File: src/rtl/hdu_pkg.sv
`default_nettype none
// +--------------------------------------------------------------------------+
// | Module  : hdu_pkg                                                        |
// | Purpose : Shared types and constants for the HDU slot execution path.    |
// |           Slot id width, default slot count, per-slot run state and a    |
// |           saturating 32-bit counter helper.                              |
// | Ports   : none (package)                                                 |
// | Rev     : 1.0  initial release                                           |
// +--------------------------------------------------------------------------+
package hdu_pkg;

  localparam int SLOT_ID_WIDTH = 3;
  localparam int NUM_SLOTS_DEF = 2**SLOT_ID_WIDTH;

  typedef enum logic [1:0] {
    SLOT_IDLE = 2'd0,
    SLOT_RUN  = 2'd1,
    SLOT_PEND = 2'd2
  } slot_state_t;

  // Add 0..3 to a 32-bit event counter, sticking at all-ones.
  function automatic logic [31:0] sat_add(input logic [31:0] a, input logic [1:0] inc);
    logic [32:0] sum;
    sum = {1'b0, a} + {31'd0, inc};
    return sum[32] ? 32'hFFFF_FFFF : sum[31:0];
  endfunction

endpackage
`default_nettype wire

File: src/rtl/slot_exec_monitor_rr_arbiter.sv
`default_nettype none
// +--------------------------------------------------------------------------+
// | Module  : rr_arbiter                                                     |
// | Purpose : Round-robin picker. Combinational grant of the first set       |
// |           request at or after the pointer; pointer moves to granted+1.   |
// | Ports   : clk, rst_n (async, active-low)                                 |
// |           req       [N]          request vector                          |
// |           gnt_valid              some request granted this cycle         |
// |           gnt_idx   [clog2(N)]   granted index                           |
// | Rev     : 1.0  initial release                                           |
// +--------------------------------------------------------------------------+
module rr_arbiter #(
  parameter int N = 8
) (
  input  logic                 clk,
  input  logic                 rst_n,
  input  logic [N-1:0]         req,
  output logic                 gnt_valid,
  output logic [$clog2(N)-1:0] gnt_idx
);

  localparam int c_IDX_W = $clog2(N);

  logic [c_IDX_W-1:0] r_ptr;
  logic [c_IDX_W-1:0] w_cand;

  // Scan from the farthest offset down so the nearest request to the
  // pointer is the last (winning) assignment. N is a power of two, so the
  // index wraps by truncation.
  always_comb begin
    gnt_valid = 1'b0;
    gnt_idx   = '0;
    w_cand    = '0;
    for (int i = N - 1; i >= 0; i--) begin
      w_cand = r_ptr + c_IDX_W'(i);
      if (req[w_cand]) begin
        gnt_valid = 1'b1;
        gnt_idx   = w_cand;
      end
    end
  end

  always_ff @(posedge clk or negedge rst_n) begin
    if (!rst_n) begin
      r_ptr <= '0;
    end else if (gnt_valid) begin
      r_ptr <= gnt_idx + c_IDX_W'(1);
    end
  end

endmodule
`default_nettype wire

File: src/rtl/slot_exec_monitor.sv
`default_nettype none
// +--------------------------------------------------------------------------+
// | Module  : slot_exec_monitor                                              |
// | Purpose : Launches compute workers on HDU dispatch, runs a per-slot      |
// |           watchdog, and returns one slot release per cycle to the HDU.   |
// | Ports   : clk, rst_n (async, active-low)                                 |
// |           dispatch_valid/dispatch_slot   launch request                  |
// |           worker_start/worker_abort      per-slot 1-cycle pulses         |
// |           worker_done                    per-slot completion pulses      |
// |           compute_done_valid/slot/tmo    slot release to HDU             |
// |           busy_vec                       slot not idle                   |
// |           cnt_completions/timeouts/errors saturating event counters      |
// | Rev     : 1.0  initial release                                           |
// +--------------------------------------------------------------------------+
module slot_exec_monitor
  import hdu_pkg::*;
#(
  parameter int NUM_SLOTS      = NUM_SLOTS_DEF,
  parameter int TIMER_WIDTH    = 16,
  parameter int TIMEOUT_CYCLES = 1000
) (
  input  logic                     clk,
  input  logic                     rst_n,
  input  logic                     dispatch_valid,
  input  logic [SLOT_ID_WIDTH-1:0] dispatch_slot,
  output logic [NUM_SLOTS-1:0]     worker_start,
  output logic [NUM_SLOTS-1:0]     worker_abort,
  input  logic [NUM_SLOTS-1:0]     worker_done,
  output logic                     compute_done_valid,
  output logic [SLOT_ID_WIDTH-1:0] compute_done_slot,
  output logic                     compute_done_tmo,
  output logic [NUM_SLOTS-1:0]     busy_vec,
  output logic [31:0]              cnt_completions,
  output logic [31:0]              cnt_timeouts,
  output logic [31:0]              cnt_errors
);

  localparam logic                   c_TMO_EN     = (TIMEOUT_CYCLES != 0);
  localparam logic [TIMER_WIDTH-1:0] c_TMO_RELOAD = TIMER_WIDTH'(TIMEOUT_CYCLES);

  logic [NUM_SLOTS-1:0]     w_start_vec;
  logic [NUM_SLOTS-1:0]     w_expire_vec;
  logic [NUM_SLOTS-1:0]     w_comp_vec;
  logic [NUM_SLOTS-1:0]     w_err_disp_vec;
  logic [NUM_SLOTS-1:0]     w_err_done_vec;
  logic [NUM_SLOTS-1:0]     w_pend_vec;
  logic [NUM_SLOTS-1:0]     w_tmo_flag_vec;
  logic                     w_gnt_valid;
  logic [SLOT_ID_WIDTH-1:0] w_gnt_idx;
  logic [1:0]               w_err_inc;

  rr_arbiter #(.N(NUM_SLOTS)) u_rr_arbiter (
    .clk       (clk),
    .rst_n     (rst_n),
    .req       (w_pend_vec),
    .gnt_valid (w_gnt_valid),
    .gnt_idx   (w_gnt_idx)
  );

  for (genvar s = 0; s < NUM_SLOTS; s++) begin : g_slot
    slot_state_t            r_state, w_state_nxt;
    logic [TIMER_WIDTH-1:0] r_timer, w_timer_nxt;
    logic                   r_tmo, w_tmo_nxt;
    logic                   w_hit, w_granted;
    logic                   w_start, w_expire, w_comp, w_err_disp, w_err_done;

    assign w_hit     = dispatch_valid && (dispatch_slot == SLOT_ID_WIDTH'(s));
    assign w_granted = w_gnt_valid && (w_gnt_idx == SLOT_ID_WIDTH'(s));

    always_comb begin
      w_state_nxt = r_state;
      w_timer_nxt = r_timer;
      w_tmo_nxt   = r_tmo;
      w_start     = 1'b0;
      w_expire    = 1'b0;
      w_comp      = 1'b0;
      w_err_disp  = 1'b0;
      w_err_done  = 1'b0;
      case (r_state)
        SLOT_IDLE: begin
          w_err_done = worker_done[s];
          if (w_hit) begin
            w_state_nxt = SLOT_RUN;
            w_timer_nxt = c_TMO_RELOAD;
            w_start     = 1'b1;
          end
        end
        SLOT_RUN: begin
          w_err_disp = w_hit;
          // A done arriving on the expiry edge takes priority over the abort.
          if (worker_done[s]) begin
            w_state_nxt = SLOT_PEND;
            w_tmo_nxt   = 1'b0;
            w_comp      = 1'b1;
          end else if (c_TMO_EN && (r_timer == TIMER_WIDTH'(1))) begin
            w_state_nxt = SLOT_PEND;
            w_timer_nxt = '0;
            w_tmo_nxt   = 1'b1;
            w_expire    = 1'b1;
          end else if (c_TMO_EN && (r_timer != '0)) begin
            w_timer_nxt = r_timer - TIMER_WIDTH'(1);
          end
        end
        SLOT_PEND: begin
          // Still occupied on the grant edge, so a dispatch here is refused.
          w_err_disp = w_hit;
          w_err_done = worker_done[s];
          if (w_granted) begin
            w_state_nxt = SLOT_IDLE;
          end
        end
        default: begin
          w_state_nxt = SLOT_IDLE;
        end
      endcase
    end

    always_ff @(posedge clk or negedge rst_n) begin
      if (!rst_n) begin
        r_state <= SLOT_IDLE;
        r_timer <= '0;
        r_tmo   <= 1'b0;
      end else begin
        r_state <= w_state_nxt;
        r_timer <= w_timer_nxt;
        r_tmo   <= w_tmo_nxt;
      end
    end

    assign w_start_vec[s]    = w_start;
    assign w_expire_vec[s]   = w_expire;
    assign w_comp_vec[s]     = w_comp;
    assign w_err_disp_vec[s] = w_err_disp;
    assign w_err_done_vec[s] = w_err_done;
    assign w_pend_vec[s]     = (r_state == SLOT_PEND);
    assign w_tmo_flag_vec[s] = r_tmo;
    assign busy_vec[s]       = (r_state != SLOT_IDLE);
  end

  // Refused dispatch and spurious done are counted separately in one cycle.
  assign w_err_inc = {1'b0, |w_err_disp_vec} + {1'b0, |w_err_done_vec};

  always_ff @(posedge clk or negedge rst_n) begin
    if (!rst_n) begin
      worker_start       <= '0;
      worker_abort       <= '0;
      compute_done_valid <= 1'b0;
      compute_done_slot  <= '0;
      compute_done_tmo   <= 1'b0;
      cnt_completions    <= '0;
      cnt_timeouts       <= '0;
      cnt_errors         <= '0;
    end else begin
      worker_start       <= w_start_vec;
      worker_abort       <= w_expire_vec;
      compute_done_valid <= w_gnt_valid;
      compute_done_slot  <= w_gnt_valid ? w_gnt_idx : '0;
      compute_done_tmo   <= w_gnt_valid && w_tmo_flag_vec[w_gnt_idx];
      cnt_completions    <= sat_add(cnt_completions, {1'b0, |w_comp_vec});
      cnt_timeouts       <= sat_add(cnt_timeouts, {1'b0, |w_expire_vec});
      cnt_errors         <= sat_add(cnt_errors, w_err_inc);
    end
  end

endmodule
`default_nettype wire
File: config.mk
export PLATFORM = sky130hd
export DESIGN_NAME = slot_exec_monitor
export DESIGN_NICKNAME = d
export VERILOG_FILES = /design/src/rtl/hdu_pkg.sv /design/src/rtl/slot_exec_monitor_rr_arbiter.sv /design/src/rtl/slot_exec_monitor.sv
export SDC_FILE = /design/constraint.sdc
export NUM_CORES = 1
export LEC_CHECK = 0
export CAP_MARGIN = 40
export CORE_UTILIZATION = 60
export CTS_CLUSTER_SIZE = 10
export DETAILED_ROUTE_END_ITERATION = 6
export PLACE_DENSITY_LB_ADDON = 0.12
export SYNTH_ARGS = -nofsm -noshare
export SYNTH_HDL_FRONTEND = slang
export SYNTH_HIERARCHICAL = 1
export SYNTH_SLANG_ARGS = --single-unit
File: constraint.sdc
create_clock -name clk -period 7.7 [get_ports clk]
set_input_delay 0.77 -clock clk [delete_from_list [all_inputs] [get_ports clk]]
set_output_delay 0.77 -clock clk [all_outputs]
set_load 0.01 [all_outputs]
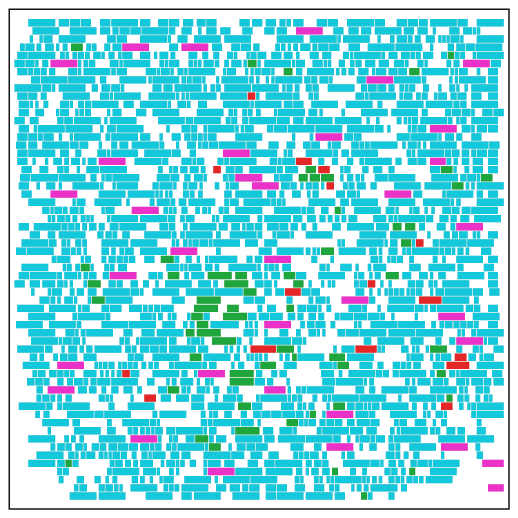
Figure 1: run 1, cell sizes after repair.
Scale: 3 px per um.
Red marks drive 3 to 4, cells 16, share 0.87%, most used buf_4. Green marks drive 2, cells 62, share 3.4%, most used mux2_2. Cyan marks drive 1 or less, cells 1717, share 94%, most used dfrtp_1. Magenta marks drive 6 and up, cells 35, share 1.9%, most used clkbuf_16.

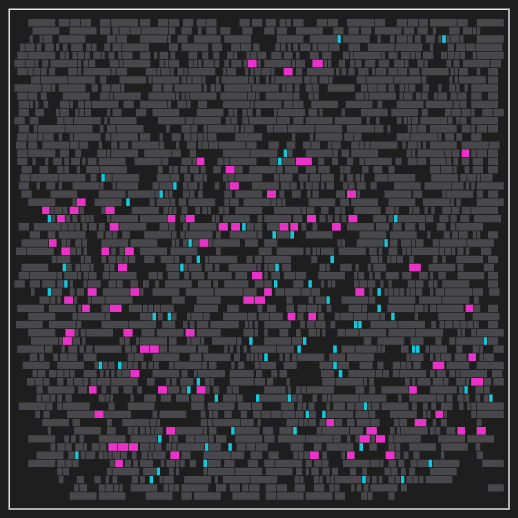
Figure 2: run 1, logic cells by family.
Scale: 3 px per um.
Cyan marks inverters, cells 67. Magenta marks AND-OR and OR-AND gates, cells 77.

==> summary.rpt, run 1 <==
IMPLEMENTATION SUMMARY REPORT
----------------------------------------------------
[Synthesis]
  Synth mux share ........................ 4.62%
  AO/OA Area Share ........................ 16.0%
  Number of nets produced by synthesis ........................ 1788
  Syn avg cell area ........................ 9.46 um2
  Post-synthesis instance area ........................ 16200 um2
  Portion of synthesized cell area occupied by the leading cell type ........................ 42.1%

[Pwr]
  Max power group ........................ combinational cells
  Part of the total power dissipated in combinational logic ........................ 48.7%
  Power consumed by combinational cells ........................ 0.00308 W
  Reported clock group power ........................ 0.00128 W

[Setup path]
  Max stage delay cell, worst path ........................ sky130_fd_sc_hd__dfrtp_1
  Crit path buffers/inverters ........................ 1
  Endpoint of the worst setup timing path ........................ g_slot[6].r_state[0]$_DFFE_PN0P_
  Peak fanout along the critical path ........................ 15
  Worst EP arrival ........................ 5.16 ns
  Stage delay of the slowest cell on the critical path ........................ 0.75 ns
  FF-to-FF Start ........................ u_rr_arbiter/r_ptr[1]$_DFFE_PN0P_

[Finish]
  Largest register FFs ........................ 128
  Biggest cell category by area in the final layout ........................ combinational gates
  Final core utilization ........................ 70.8%
  Sequential fraction of total cell area ........................ 36.7%
  Final design instance area without fill ........................ 18600 um2
  Dominant logic cell type in the layout ........................ sky130_fd_sc_hd__dfrtp_1
  Most numerous logic cells after layout ........................ sky130_fd_sc_hd__dfrtp_1 (272), sky130_fd_sc_hd__nand2_1 (165), sky130_fd_sc_hd__nor2_1 (144)
  Post-layout nets ........................ 1903
  Storage element area ........................ 6810 um2
  Multi-input gates ........................ 1302

[Clock network]
  Clock tree from TritonCTS ........................ yes
  Buffers from clock root to sink, at most ........................ 3

[Run status]
  Violations in the final reports ........................ DRC
  Run status ........................ finished with violations

[Routing]
  DRT iter0 DRCs ........................ 1127
  WL met3 ........................ 1.88 mm
  Average via count per standard cell ........................ 6.28
  Wirelength per Cell ........................ 17.6 um
  DRC violations left ........................ 7

[GRT]
  Largest net degree at the start of global routing ........................ 162
  Via count of the first global-routing pass ........................ 12600
  GR met2 Demand/Resource ........................ 45.5%

[Die]
  Floorplan-stage core utilization ........................ 61.6%

[Placement]
  Half-perimeter wire length after placement ........................ 26.8 mm

----------------------------------------------------
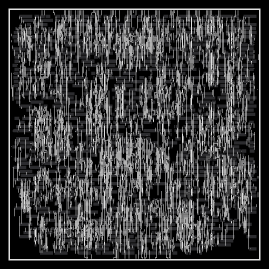
Figure 3: run 1, M2 wires.
Scale: 1.5 px per um. Cells faint in the background.
The longest straight run is 74.5 um. The wires run mostly vertical.

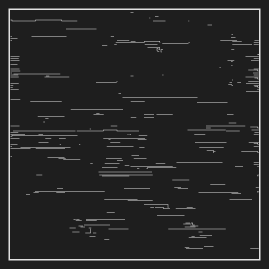
Figure 4: run 1, met3 routing.
Scale: 1.5 px per um.
The wires run mostly horizontal. The layer holds 4.9% of the routed length. The layer carries 1880 um of wire. 172 nets have wire on it. The longest straight run is 49.7 um.

--- run 2 (diff from run 1) ---
--- a/config.mk
+++ b/config.mk
@@ -6,7 +6,7 @@
 export NUM_CORES = 1
 export LEC_CHECK = 0
 export CAP_MARGIN = 40
-export CORE_UTILIZATION = 60
+export CORE_UTILIZATION = 59
 export CTS_CLUSTER_SIZE = 10
 export DETAILED_ROUTE_END_ITERATION = 6
 export PLACE_DENSITY_LB_ADDON = 0.12
==> constraint.sdc (replaced) <==
create_clock -name clk -period 4.9 [get_ports clk]
set_input_delay 0.49 -clock clk [delete_from_list [all_inputs] [get_ports clk]]
set_output_delay 0.49 -clock clk [all_outputs]
set_load 0.01 [all_outputs]
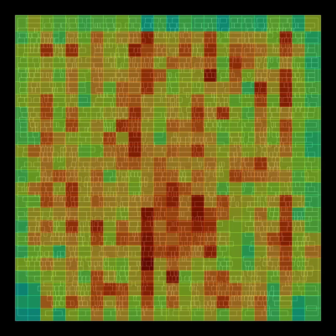
Figure 5: run 2, track usage over the die.
met1 usage: 38.2%
GR met2 Demand/Resource: 45.1%
Wirelength per Cell: 17.5 um
all-layer global routing usage: 27.8%
fraction of met3 tracks used by global routing: 4.56%

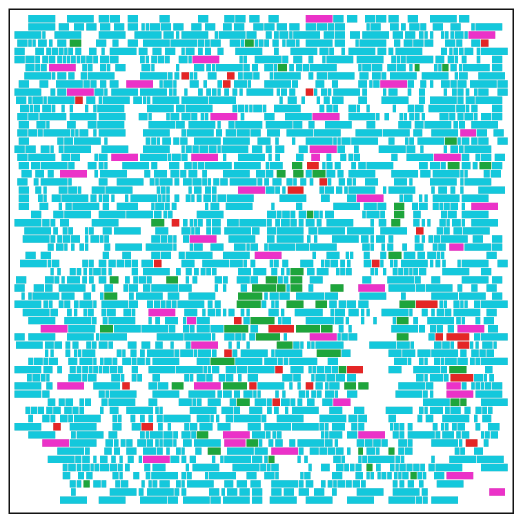
Figure 6: run 2, cell sizes after repair.
Scale: 3 px per um.
Cyan marks drive 1 or less, cells 1714, share 93%, most used dfrtp_1. Green marks drive 2, cells 62, share 3.4%, most used mux2_2. Red marks drive 3 to 4, cells 30, share 1.6%, most used buf_4. Magenta marks drive 6 and up, cells 42, share 2.3%, most used clkbuf_16.

==> summary.rpt, run 2 <==
IMPLEMENTATION SUMMARY REPORT
----------------------------------------------------
[Setup path]
  Worst EP arrival ........................ 4.71 ns
  Stage delay of the slowest cell on the critical path ........................ 0.64 ns
  FF-to-FF Start ........................ u_rr_arbiter/r_ptr[1]$_DFFE_PN0P_
  Endpoint of the worst setup timing path ........................ g_slot[0].r_state[0]$_DFFE_PN0P_
  Type of element capturing the critical path ........................ flip-flop
  Peak fanout along the critical path ........................ 11
  Depth of the most critical reg-to-reg path ........................ 14
  Crit path buffers/inverters ........................ 2
  Max stage delay cell, worst path ........................ sky130_fd_sc_hd__a211oi_1

[Placement]
  Instance count after placement with tap cells included ........................ 2141
  Half-perimeter wire length after placement ........................ 26.8 mm

[Pwr]
  Max power group ........................ combinational cells
  Power consumed by combinational cells ........................ 0.00499 W
  Part of the total power dissipated in combinational logic ........................ 48.8%
  Reported clock group power ........................ 0.00220 W

[Finish]
  Non-clock buffers ........................ 160
  Sequential fraction of total cell area ........................ 36.3%
  Dominant logic cell type in the layout ........................ sky130_fd_sc_hd__dfrtp_1
  Final core utilization ........................ 69.9%
  Storage element area ........................ 6810 um2
  Largest register FFs ........................ 128
  Final design instance area without fill ........................ 18800 um2
  Most numerous logic cells after layout ........................ sky130_fd_sc_hd__dfrtp_1 (272), sky130_fd_sc_hd__nand2_1 (165), sky130_fd_sc_hd__nor2_1 (144)
  Multi-input gates ........................ 1302
  Biggest cell category by area in the final layout ........................ combinational gates
  Post-layout nets ........................ 1917

[Synthesis]
  Post-synth seq share ........................ 42.1%
  Adder and majority gate portion of the synthesized area ........................ 5.16%
  AO/OA Area Share ........................ 16.0%
  Portion of synthesized cell area occupied by the leading cell type ........................ 42.1%
  Number of nets produced by synthesis ........................ 1788
  Count of different cell masters after synthesis ........................ 98
  Synth mux share ........................ 4.62%
  Syn avg cell area ........................ 9.46 um2
  Post-synthesis instance area ........................ 16200 um2

[Timing]
  Maximum operating frequency ........................ 232 MHz
  Relative slew slack ........................ 33.4%
  Max-slew violation count ........................ 0

[Clock network]
  Clock tree from TritonCTS ........................ yes
  Number of clock sinks seen by CTS ........................ 272
  Buffers from clock root to sink, at most ........................ 3
  H-tree levels ........................ 2

[Routing]
  WL met3 ........................ 2.04 mm
  Average via count per standard cell ........................ 6.26
  DRT iter0 DRCs ........................ 1044
  DRC violations left ........................ 0

[GRT]
  Wire length of the first global-routing pass ........................ 64.6 mm
  Largest net degree at the start of global routing ........................ 124
  Via count of the first global-routing pass ........................ 13100

[Die]
  Floorplan-stage core utilization ........................ 60.1%

[Run status]
  Run status ........................ finished clean

----------------------------------------------------
Power and IR drop assume default switching activity.
